**config.mk**
```make
export PLATFORM = sky130hd
export DESIGN_NAME = nmos_switch_arbiter_flat
export DESIGN_NICKNAME = d
export VERILOG_FILES = /design/src/rtl/nmos_switch_arbiter_if.sv /design/src/rtl/nmos_switch_arbiter.sv /design/src/flat_wrapper.sv
export SDC_FILE = /design/constraint.sdc
export NUM_CORES = 1
export LEC_CHECK = 0
export CORE_MARGIN = 5
export CORE_UTILIZATION = 49
export CTS_CLUSTER_DIAMETER = 50
export DETAILED_ROUTE_END_ITERATION = 7
export MAX_ROUTING_LAYER = met4
export PLACE_DENSITY = 0.85
export SLEW_MARGIN = 20
export SYNTH_ARGS = -nofsm -noshare
export SYNTH_HDL_FRONTEND = slang
export SYNTH_SLANG_ARGS = --single-unit
```
**constraint.sdc**
```tcl
create_clock -name clk -period 3.18 [get_ports clk]
set_input_delay 0.318 -clock clk [delete_from_list [all_inputs] [get_ports clk]]
set_output_delay 0.318 -clock clk [all_outputs]
set_load 0.02 [all_outputs]
```
**src/rtl/nmos_switch_arbiter_if.sv**
```systemverilog
// rtl/nmos_switch_arbiter_if.sv - request/gate-control bundle between requesters and the switch arbiter
interface nmos_switch_arbiter_if #(
    parameter int N = 4
);
    localparam int ID_W = (N > 1) ? $clog2(N) : 1;

    logic [N-1:0]    req;
    logic [N-1:0]    ctl;
    logic [ID_W-1:0] gnt_id;
    logic            busy;
    logic            expire;

    modport master (
        output req,
        input  ctl,
        input  gnt_id,
        input  busy,
        input  expire
    );

    modport slave (
        input  req,
        output ctl,
        output gnt_id,
        output busy,
        output expire
    );
endinterface

```
**src/rtl/nmos_switch_arbiter.sv**
```systemverilog
// rtl/nmos_switch_arbiter.sv - round-robin owner of a shared net via N nmos pass switches, hold limit and break-before-make gap
module nmos_switch_arbiter #(
    parameter int N        = 4,
    parameter int MAX_HOLD = 8,
    parameter int GAP      = 1
) (
    input  logic                  clk,
    input  logic                  rst,
    nmos_switch_arbiter_if.slave  bus
);
    localparam int ID_W = (N > 1) ? $clog2(N) : 1;
    localparam int HC_W = $clog2(MAX_HOLD + 1);
    localparam int GC_W = $clog2(GAP + 1);

    typedef enum logic [1:0] {
        IDLE  = 2'd0,
        GRANT = 2'd1,
        BREAK = 2'd2
    } state_t;

    state_t          r_state, w_state_nxt;
    logic [N-1:0]    r_ctl, w_ctl_nxt;
    logic [ID_W-1:0] r_gnt_id, w_gnt_nxt;
    logic            r_busy;
    logic            r_expire, w_expire_nxt;
    logic [ID_W-1:0] r_ptr, w_ptr_nxt;
    logic [HC_W-1:0] r_hold_cnt, w_hold_nxt;
    logic [GC_W-1:0] r_gap_cnt, w_gap_nxt;

    logic            w_win_valid;
    logic [ID_W-1:0] w_win_id;
    logic [ID_W:0]   w_sum;
    logic [N-1:0]    w_onehot;
    logic            w_owner_req;
    logic            w_hold_max;
    logic            w_gap_last;
    logic [ID_W-1:0] w_ptr_inc;

    // Scan downward so the last hit is the first requester at or after ptr.
    always_comb begin
        w_win_valid = 1'b0;
        w_win_id    = '0;
        w_sum       = '0;
        for (int i = N - 1; i >= 0; i--) begin
            w_sum = {1'b0, r_ptr} + (ID_W + 1)'(i);
            if (w_sum >= (ID_W + 1)'(N))
                w_sum = w_sum - (ID_W + 1)'(N);
            if (bus.req[w_sum[ID_W-1:0]]) begin
                w_win_valid = 1'b1;
                w_win_id    = w_sum[ID_W-1:0];
            end
        end
    end

    assign w_onehot    = {{(N-1){1'b0}}, 1'b1} << w_win_id;
    assign w_owner_req = bus.req[r_gnt_id];
    assign w_hold_max  = (r_hold_cnt == HC_W'(MAX_HOLD));
    assign w_gap_last  = (r_gap_cnt == GC_W'(GAP));
    assign w_ptr_inc   = (r_gnt_id == ID_W'(N - 1)) ? '0 : r_gnt_id + 1'b1;

    always_comb begin
        w_state_nxt  = r_state;
        w_ctl_nxt    = r_ctl;
        w_gnt_nxt    = r_gnt_id;
        w_expire_nxt = 1'b0;
        w_ptr_nxt    = r_ptr;
        w_hold_nxt   = r_hold_cnt;
        w_gap_nxt    = r_gap_cnt;

        case (r_state)
            GRANT: begin
                if (!w_owner_req || w_hold_max) begin
                    w_state_nxt  = BREAK;
                    w_ctl_nxt    = '0;
                    w_gnt_nxt    = '0;
                    w_hold_nxt   = '0;
                    w_gap_nxt    = GC_W'(1);
                    w_ptr_nxt    = w_ptr_inc;
                    w_expire_nxt = w_owner_req && w_hold_max;
                end else begin
                    w_hold_nxt = r_hold_cnt + 1'b1;
                end
            end
            IDLE, BREAK: begin
                if (r_state == BREAK && !w_gap_last) begin
                    w_gap_nxt = r_gap_cnt + 1'b1;
                end else if (w_win_valid) begin
                    w_state_nxt = GRANT;
                    w_ctl_nxt   = w_onehot;
                    w_gnt_nxt   = w_win_id;
                    w_hold_nxt  = HC_W'(1);
                    w_gap_nxt   = '0;
                end else begin
                    w_state_nxt = IDLE;
                    w_ctl_nxt   = '0;
                    w_gnt_nxt   = '0;
                    w_gap_nxt   = '0;
                end
            end
            default: begin
                w_state_nxt = IDLE;
                w_ctl_nxt   = '0;
                w_gnt_nxt   = '0;
                w_hold_nxt  = '0;
                w_gap_nxt   = '0;
            end
        endcase
    end

    always_ff @(posedge clk or posedge rst) begin
        if (rst) begin
            r_state    <= IDLE;
            r_ctl      <= '0;
            r_gnt_id   <= '0;
            r_busy     <= 1'b0;
            r_expire   <= 1'b0;
            r_ptr      <= '0;
            r_hold_cnt <= '0;
            r_gap_cnt  <= '0;
        end else begin
            r_state    <= w_state_nxt;
            r_ctl      <= w_ctl_nxt;
            r_gnt_id   <= w_gnt_nxt;
            r_busy     <= |w_ctl_nxt;
            r_expire   <= w_expire_nxt;
            r_ptr      <= w_ptr_nxt;
            r_hold_cnt <= w_hold_nxt;
            r_gap_cnt  <= w_gap_nxt;
        end
    end

    assign bus.ctl    = r_ctl;
    assign bus.gnt_id = r_gnt_id;
    assign bus.busy   = r_busy;
    assign bus.expire = r_expire;
endmodule

```
**src/flat_wrapper.sv**
```systemverilog
// flat-port wrapper written by rule: the top's interface ports become plain ports
module nmos_switch_arbiter_flat 
#(
    parameter int N        = 4,
    parameter int MAX_HOLD = 8,
    parameter int GAP      = 1
)
  (clk, rst, bus_req, bus_ctl, bus_gnt_id, bus_busy, bus_expire);
  nmos_switch_arbiter_if #(.N(N)) bus_i ();
  input  logic clk;
  input  logic rst;
  input wire logic [$bits(bus_i.req)-1:0] bus_req;
  output wire logic [$bits(bus_i.ctl)-1:0] bus_ctl;
  output wire logic [$bits(bus_i.gnt_id)-1:0] bus_gnt_id;
  output wire logic [$bits(bus_i.busy)-1:0] bus_busy;
  output wire logic [$bits(bus_i.expire)-1:0] bus_expire;
  assign bus_i.req = bus_req;
  assign bus_ctl = bus_i.ctl;
  assign bus_gnt_id = bus_i.gnt_id;
  assign bus_busy = bus_i.busy;
  assign bus_expire = bus_i.expire;
  nmos_switch_arbiter #(.N(N), .MAX_HOLD(MAX_HOLD), .GAP(GAP)) u_core (.clk(clk), .rst(rst), .bus(bus_i));
endmodule
```
Fig. 1: metal 2
(8 px per um)
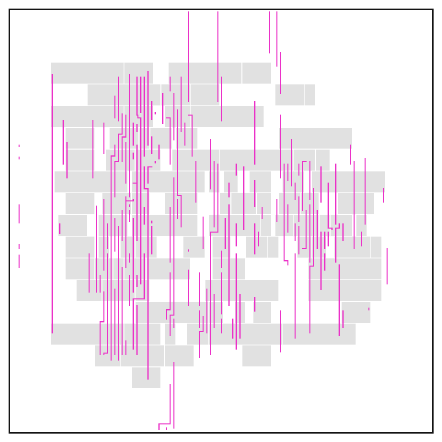
The wires run mostly vertical. The longest straight run is 32.3 um. 90 nets have wire on it.

Fig. 2: signal wires by layer
(8 px per um) Two of the layers only.
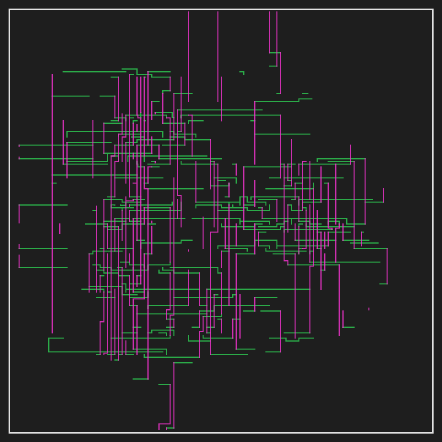
met2: in magenta, wire length 866 um. met1: in green, wire length 766 um.
final wirelength: 1710 um
Total GRT Usage: 0.142
vias: 681
drt wl/cell: 14.5 um

==> Changelog: implementation <==
## Flow update

- Status: finished clean
- Place WS: ~1.2 ns
- Async SR Flop Fraction: 1.00
- Top Layout Cells: dfrtp_1 (17), clkdlybuf4s50_1 (13), nand2_1 (5)
- Max-slew violations: 0
- Syn. warnings: 0
- Core footprint: 1730 um^2
- Critical path cell sequence: clkdlybuf4s50_1, mux4_2, nand2_2, nand2_4, mux2_4
- Vias in the first global route: 650
- Final Critical Period: 1.72 ns
- Nets: 103
- Largest net degree at the start of global routing: 18
- Leak: just under 0.5 nW
- Initial antenna violation count: 0
- Final Hold Viols: 0
- CP arrival: 1.90 ns
- Internal power: 0.000605 W
- Comb power frac: 0.499
- Min-delay worst type: primary input to async pin
- FP Util: 0.519
- Top cells by area: dfrtp_1 (47%), a32o_1 (4.5%), ha_1 (4.2%)
- Register share after synthesis: 0.475
- Crit path DRT: about 3.4 ns
- Worst-Skew Late Latency: around 0.28 ns
- Chip Area: 2780 um^2
- Top-Level Pins: 14
- Seq pwr share: 0.389
- Detailed-router iteration count before antenna repair: 5
- Antenna Violating Nets Remaining: 0
- Resize count post-CTS: 0
- Slew headroom: 0.563
- Slowest stage cell on the critical path: mux4_2
- Most numerous logic cell after layout: dfrtp_1
- Clock share of power: 0.112
- Fin cells: roughly 120
- CP Capture Type: register
==> cell families (layout without fill, tap and decap cells) <==
group / Yosys count / after routing / share of synthesized area
flip-flops: 17 / 17 / 0.475
buffers and inverters: 4 / 21 / 0.0168
AND-OR/OR-AND: 25 / 25 / 0.229
adder cells (fa/ha/maj): 3 / 3 / 0.0419
AND/OR/NAND/NOR: 23 / 23 / 0.168
multiplexers: 4 / 4 / 0.0698
==> final timing paths <==
path | from | end | slack (ns) | cells after the start
worst max-delay path | bus_req[3] | u_core.r_ptr[0] | 1.46 | 5
worst min-delay path | rst | u_core.bus.busy | 0.41 | 2
worst max register to register | u_core.bus.gnt_id[1] | u_core.r_ptr[0] | 1.55 | 4
worst min register to register | u_core.r_gap_cnt | u_core.r_gap_cnt | 0.51 | 2
max in group asynchronous | rst | u_core.r_ptr[0] | 2.35 | 2
min in group clk | u_core.r_gap_cnt | u_core.r_gap_cnt | 0.51 | 2
==> metal layers <==
metal	GRT usage	share of wire	routed length (um)	up-vias
met1	0.160	0.45	766	335
met2	0.240	0.51	866	19
met5	-	0	0	-
met4	0.0468	0.0076	13	0
li1	-	-	-	325
met3	0.0427	0.037	64	2
==> worst reg2reg max path, stage by stage, from the launching register on <==
cell and delay (ns):
dfrtp_1 0.45, mux4_2 0.60, nand2_2 0.11, nand2_4 0.07, mux2_4 0.30
==> through the flow <==
step / cell area [um^2] / util / total power (W)
after floorplan: 896 / - / 0.000744
after global placement: 1060 / 0.612 / 0.000888
after detailed placement: 1060 / 0.612 / 0.000905
after CTS: 1080 / 0.628 / 0.00103
after global routing: 1080 / 0.628 / 0.00108
final: 1080 / 0.628 / 0.00102
==> area by class of cell <==
cell class / instances / area (um^2)
Timing Repair Buffer: 13 / 130
Multi-Input combinational cell: 55 / 455
Sequential cell: 17 / 425
Clock buffer: 4 / 26.3
Fill cell: 145 / 643
Tap cell: 25 / 31.3
Inverter: 4 / 15.0
==> power by group through the flow <==
stage	Combinational (W)	Clock, W	Sequential (W)
after floorplan	0.000319	0	0.000425
after global placement	0.000495	0	0.000393
after detailed placement	0.000509	0	0.000397
after CTS	0.000511	0.000121	0.000394
after global routing	0.000547	0.000126	0.000405
final	0.000506	0.000114	0.000395
==> registers in the layout, summed over array words and instances (netlist names) <==
name               count
u_core.bus.expire      1
u_core.r_hold_cnt      4
u_core.bus.ctl         4
u_core.bus.busy        1
u_core.r_state         2
u_core.r_ptr           2
u_core.r_gap_cnt       1
u_core.bus.gnt_id      2
==> cell usage after synthesis (2+ instances only) <==
cell type  instances
a21oi_1            3
nand3_1            3
a32o_1             4
o22ai_1            2
a21o_1             2
o21ai_0            2
ha_1               3
inv_1              4
dfrtp_1           17
nand2b_1           2
a22o_1             3
nor2_1             3
nand2_1            5
mux2_4             2
Power is estimated from default activity; no workload was simulated.
